run_1/final_congestion.png
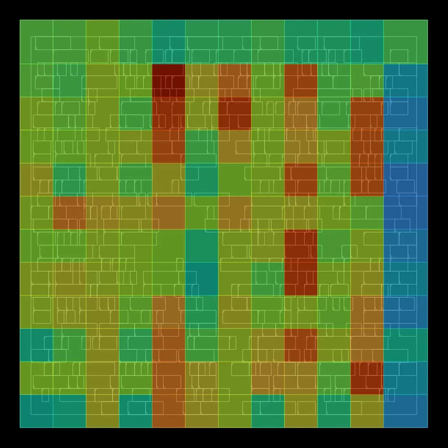
run_1/port_nets.png
Drawn at 6 px/um.
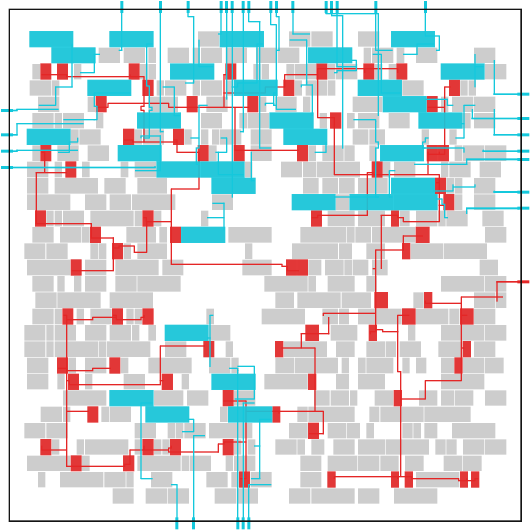
run_1/wire_density.png
Drawn at 4 px/um. 17 x 17 tiles, from white (low) to dark blue (high), scaled to the fullest tile. Values are wire area over tile area, all layers added.
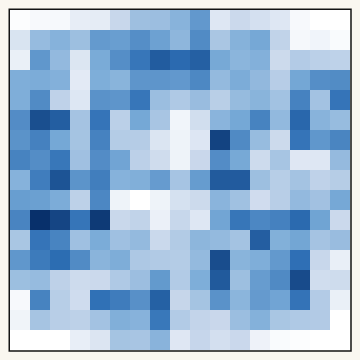
Design reg_alu_seq, sky130hd; sources not shown.
==> impl_metrics.json, run 1 <==
{
  "lay_top_cells": "120 x clkdlybuf4s50_1, 107 x nand2_1, 68 x dfxtp_1, 56 x a21oi_1, 16 x nor2_1",
  "highest_layer": "met4",
  "buf_share_pct": 32.1,
  "crit_family": "flip-flops",
  "swShare_pct": 26.7,
  "common_cells": "108 x nand2_1, 70 x dfxtp_1, 56 x a21oi_1",
  "p_seq_share_pct": 49.4,
  "syn_area_mm2": 0.00270,
  "setup_ws_ns": 0.0608,
  "grt_max_degree": 38,
  "critPathCaptureType": "primary output",
  "met1_usage_pct": 21.8,
  "lay_top_count": "clkdlybuf4s50_1",
  "status": "finished clean",
  "leakagePower_nw": 1.62,
  "setup_tns_ns": 0,
  "crit_fanout": 2,
  "clk_pin_slew_ns": 0.07,
  "place.gp.congestion": 0.745,
  "ys_sh_xor_pct": 3.25,
  "critPathSlowestCell": "dfxtp_2",
  "async_reset_ff_share_pct": 0,
  "critPathKind": "flip-flop to primary output",
  "ir_drop_mv": 0.437,
  "post-place-ws_ns": -0.00603,
  "hold_path_depth": 2,
  "nClkBuffers": 12,
  "hold_viol": 0,
  "placed_area_mm2": 0.00406,
  "rr_worst_depth": 6,
  "die_h_um": 85.1,
  "logic_gates": 231,
  "r2r_slack_ns": 0.58,
  "final.fill_count": 546,
  "synthDistinctLibCells": 30,
  "cts_buffers": 9,
  "grt_use_met2_pct": 30.5,
  "muxShareOfSynthArea_pct": 1.90,
  "cts_resized": 9,
  "drtIter0Drc": 67,
  "overflow": 0,
  "dieArea_mm2": 0.00724,
  "p_int_mw": 2.03,
  "fp-utilization_pct": 42.4,
  "synth.most_common_cell": "nand2_1",
  "edf_count": 0,
  "clkPwrFrac_pct": 31.1,
  "drive_gt1_share_pct": 8.57,
  "syn_area_per_cell_um2": 8.29,
  "required_ns": 1.54,
  "worstSetupStartpointType": "flip-flop",
  "cts_tree": "built",
  "top_power_group": "registers",
  "worst_slew_pin_slew_ns": 0.400,
  "ys_seq_share_pct": 52.0,
  "ys.flop_type": "dfxtp_1",
  "power.density_mw_per_mm2": 658,
  "largest_reg_flops": 32,
  "holdBufCountCts": 0,
  "firstDrtPassIters": 4,
  "num_vias": 2549,
  "finalClockPeriodUsage_pct": 97.2,
  "comb_area_share_pct": 28.4,
  "wl_met3_um": 543,
  "nWellTaps": 77,
  "first_global_vias": 2463,
  "postLayoutCellArea_mm2": 0.00422,
  "whs_ns": 0.452,
  "seq_cells": 70,
  "wirelength_met1_um": 2960,
  "skew_ns": 0.00613,
  "worst_skew_pair.late_latency_ns": 0.34,
  "hold_class": "flip-flop to flip-flop",
  "relSlewSlack_pct": 73.3,
  "yosys_area_mm2": 0.00270,
  "synth.area.top_cells": "dfxtp_1 52%, nand2_1 15%, a21oi_1 10%"
}
-- final_congestion.png (at the start) --
met3 GRT Util: 6.81%
WL/cell: 12.7 um
fin util: 66.4%

-- port_nets.png (at the start) --
- red: rst (direction input; edge right; end cells 74; buffers 3; wire 673 um)
- cyan: DIN (direction output; edge 16 top, 7 right, 5 bottom, 4 left; end cells 32; buffers 32; wire 778 um)
I/O Buffers: 126
I/O Pins: 127

-- wire_density.png (at the start) --
- tiles over half the peak: 35%
- mean over tiles: 0.15
- fullest tile: 0.37
- densest ninth of the die: left middle
GRT Total Usage: 18.7%
wirelength, routed: 6760 um

run_1/clock_map.png
Drawn at 6 px/um.
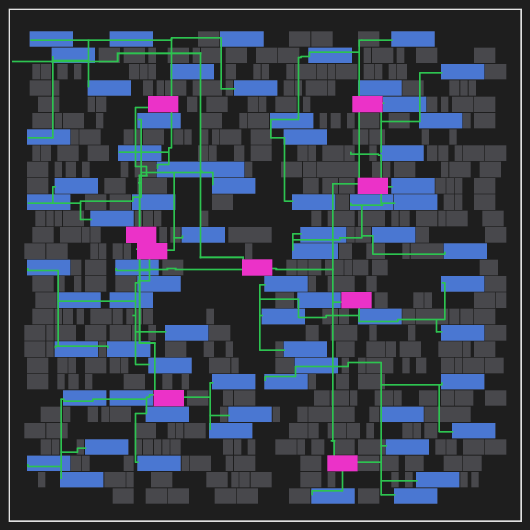

==> inputs of run 2 (changes only) <==
--- a/config.mk
+++ b/config.mk
@@ -6,9 +6,10 @@
 export NUM_CORES = 1
 export LEC_CHECK = 0
 export CORE_MARGIN = 2
-export CORE_UTILIZATION = 41
+export CORE_UTILIZATION = 60
 export CTS_CLUSTER_SIZE = 25
 export DETAILED_ROUTE_END_ITERATION = 10
+export DONT_BUFFER_PORTS = 1
 export HOLD_SLACK_MARGIN = 0.06
 export PLACE_DENSITY_LB_ADDON = 0.12
 export SLEW_MARGIN = 5
run_2/clock_map.png
Drawn at 6 px/um.
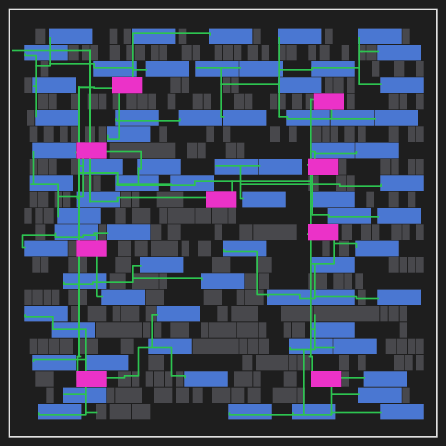
- blue: flip-flops (count 70)
- magenta: cells driving clock nets (count 9)
- green: clock wires (length 765 um)
- flops lie: all over the die
- routed clock nets: 10
Clk pwr share: 40.0%
Clock Latency Late Sink: 0.33 ns

==> run 2 against run 1 <==
  * Final cell count decreased by 29%
  * Cell area shrank 30%
  * Sequential cell count unchanged
  * Worst setup slack better by 0.066 ns
  * Combinational power is 65% lower
  * Critical path depth shrank 1
  * Wire length down 19%
==> impl_metrics.json, run 2 <==
{
  "wirelength_um": 5460,
  "hold_class": "input port to flip-flop",
  "ys_seq_share_pct": 52.0,
  "synthDistinctLibCells": 30,
  "firstDrtPassIters": 4,
  "placed_area_mm2": 0.00273,
  "place.gp.congestion": 0.753,
  "top_power_group": "registers",
  "async_reset_ff_share_pct": 0,
  "critPathSlowestCell": "dfxtp_1",
  "grt_use_met3_pct": 8.26,
  "ys_sh_adder_pct": 2.32,
  "muxShareOfSynthArea_pct": 1.90,
  "drive_gt1_share_pct": 9.51,
  "nClkBuffers": 10,
  "synth.area.top_cells": "dfxtp_1 52%, nand2_1 15%, a21oi_1 10%",
  "hold_path_depth": 1,
  "rr_worst_depth": 6,
  "grt_max_degree": 75,
  "r2r_slack_ns": 0.42,
  "critPathKind": "flip-flop to primary output",
  "relSlewSlack_pct": 70.8,
  "power.density_mw_per_mm2": 933,
  "ys_sh_xor_pct": 3.25,
  "top_area_share_pct": 52.0,
  "edf_count": 0,
  "crit_family": "flip-flops",
  "worst_slew_pin_slew_ns": 0.437,
  "status": "finished clean",
  "post-place-ws_ns": 0.430,
  "common_cells": "108 x nand2_1, 70 x dfxtp_1, 56 x a21oi_1",
  "io_pins": 127,
  "met1_usage_pct": 26.0,
  "hold_viol": 0,
  "p_seq_share_pct": 53.2,
  "utilization_pct": 67.6,
  "comb_area_share_pct": 40.6,
  "wl_per_cell_um": 14.4,
  "leakagePower_nw": 1.14,
  "ys.flop_type": "dfxtp_1",
  "syn_area_per_cell_um2": 8.29,
  "whs_ns": 0.395,
  "nWellTaps": 52,
  "largest_reg_flops": 32,
  "grt_usage_pct": 21.9,
  "grt_use_met2_pct": 34.3,
  "clk_pin_slew_ns": 0.07,
  "critPathCaptureType": "primary output",
  "swShare_pct": 25.6,
  "yosys_area_mm2": 0.00270,
  "lay_top_cells": "108 x nand2_1, 70 x dfxtp_1, 56 x a21oi_1, 16 x nor2_1, 9 x clkbuf_8",
  "syn2layout_area_growth_pct": 9.19,
  "postLayoutCellArea_mm2": 0.00294,
  "wirelength_met1_um": 2290,
  "crit_arrival_ns": 1.41,
  "worstSetupStartpointType": "flip-flop",
  "buf_share_pct": 1.96,
  "highest_layer": "met4",
  "ir_drop_mv": 0.659,
  "syn_area_mm2": 0.00270,
  "lay_top_count": "nand2_1",
  "finalClockPeriodUsage_pct": 94.2,
  "num_vias": 2063,
  "logic_gates": 231,
  "fp-utilization_pct": 61.9,
  "setup_tns_ns": 0,
  "cts_resized": 0,
  "skew_ns": 0.00683,
  "sh_seq_area_pct": 47.6,
  "drtIter0Drc": 98,
  "crit_chain": "inv_1, ha_1, or2_2",
  "required_ns": 1.54,
  "cts_buffers": 9,
  "p_int_mw": 2.04,
  "first_global_vias": 1911,
  "dieArea_mm2": 0.00504,
  "holdBufCountCts": 0,
  "combPwrFrac_pct": 6.9,
  "final.fill_count": 383,
  "cts_tree": "built",
  "overflow": 0
}
run_2/port_nets.png
Drawn at 6 px/um.
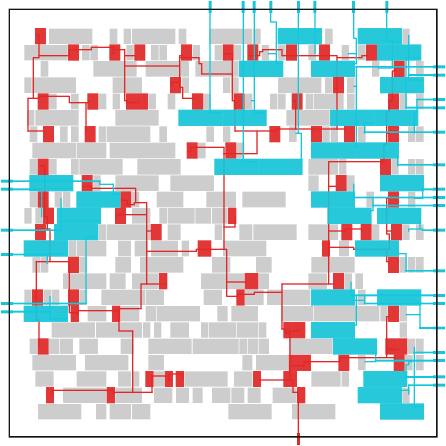
- red: rst (direction input; edge bottom; end cells 74; buffers 0; wire 549 um)
- cyan: DIN (direction output; edge 18 right, 8 top, 6 left; end cells 32; buffers 0; wire 458 um)
I/O Buffers: 0

Power is estimated from default activity; no workload was simulated.
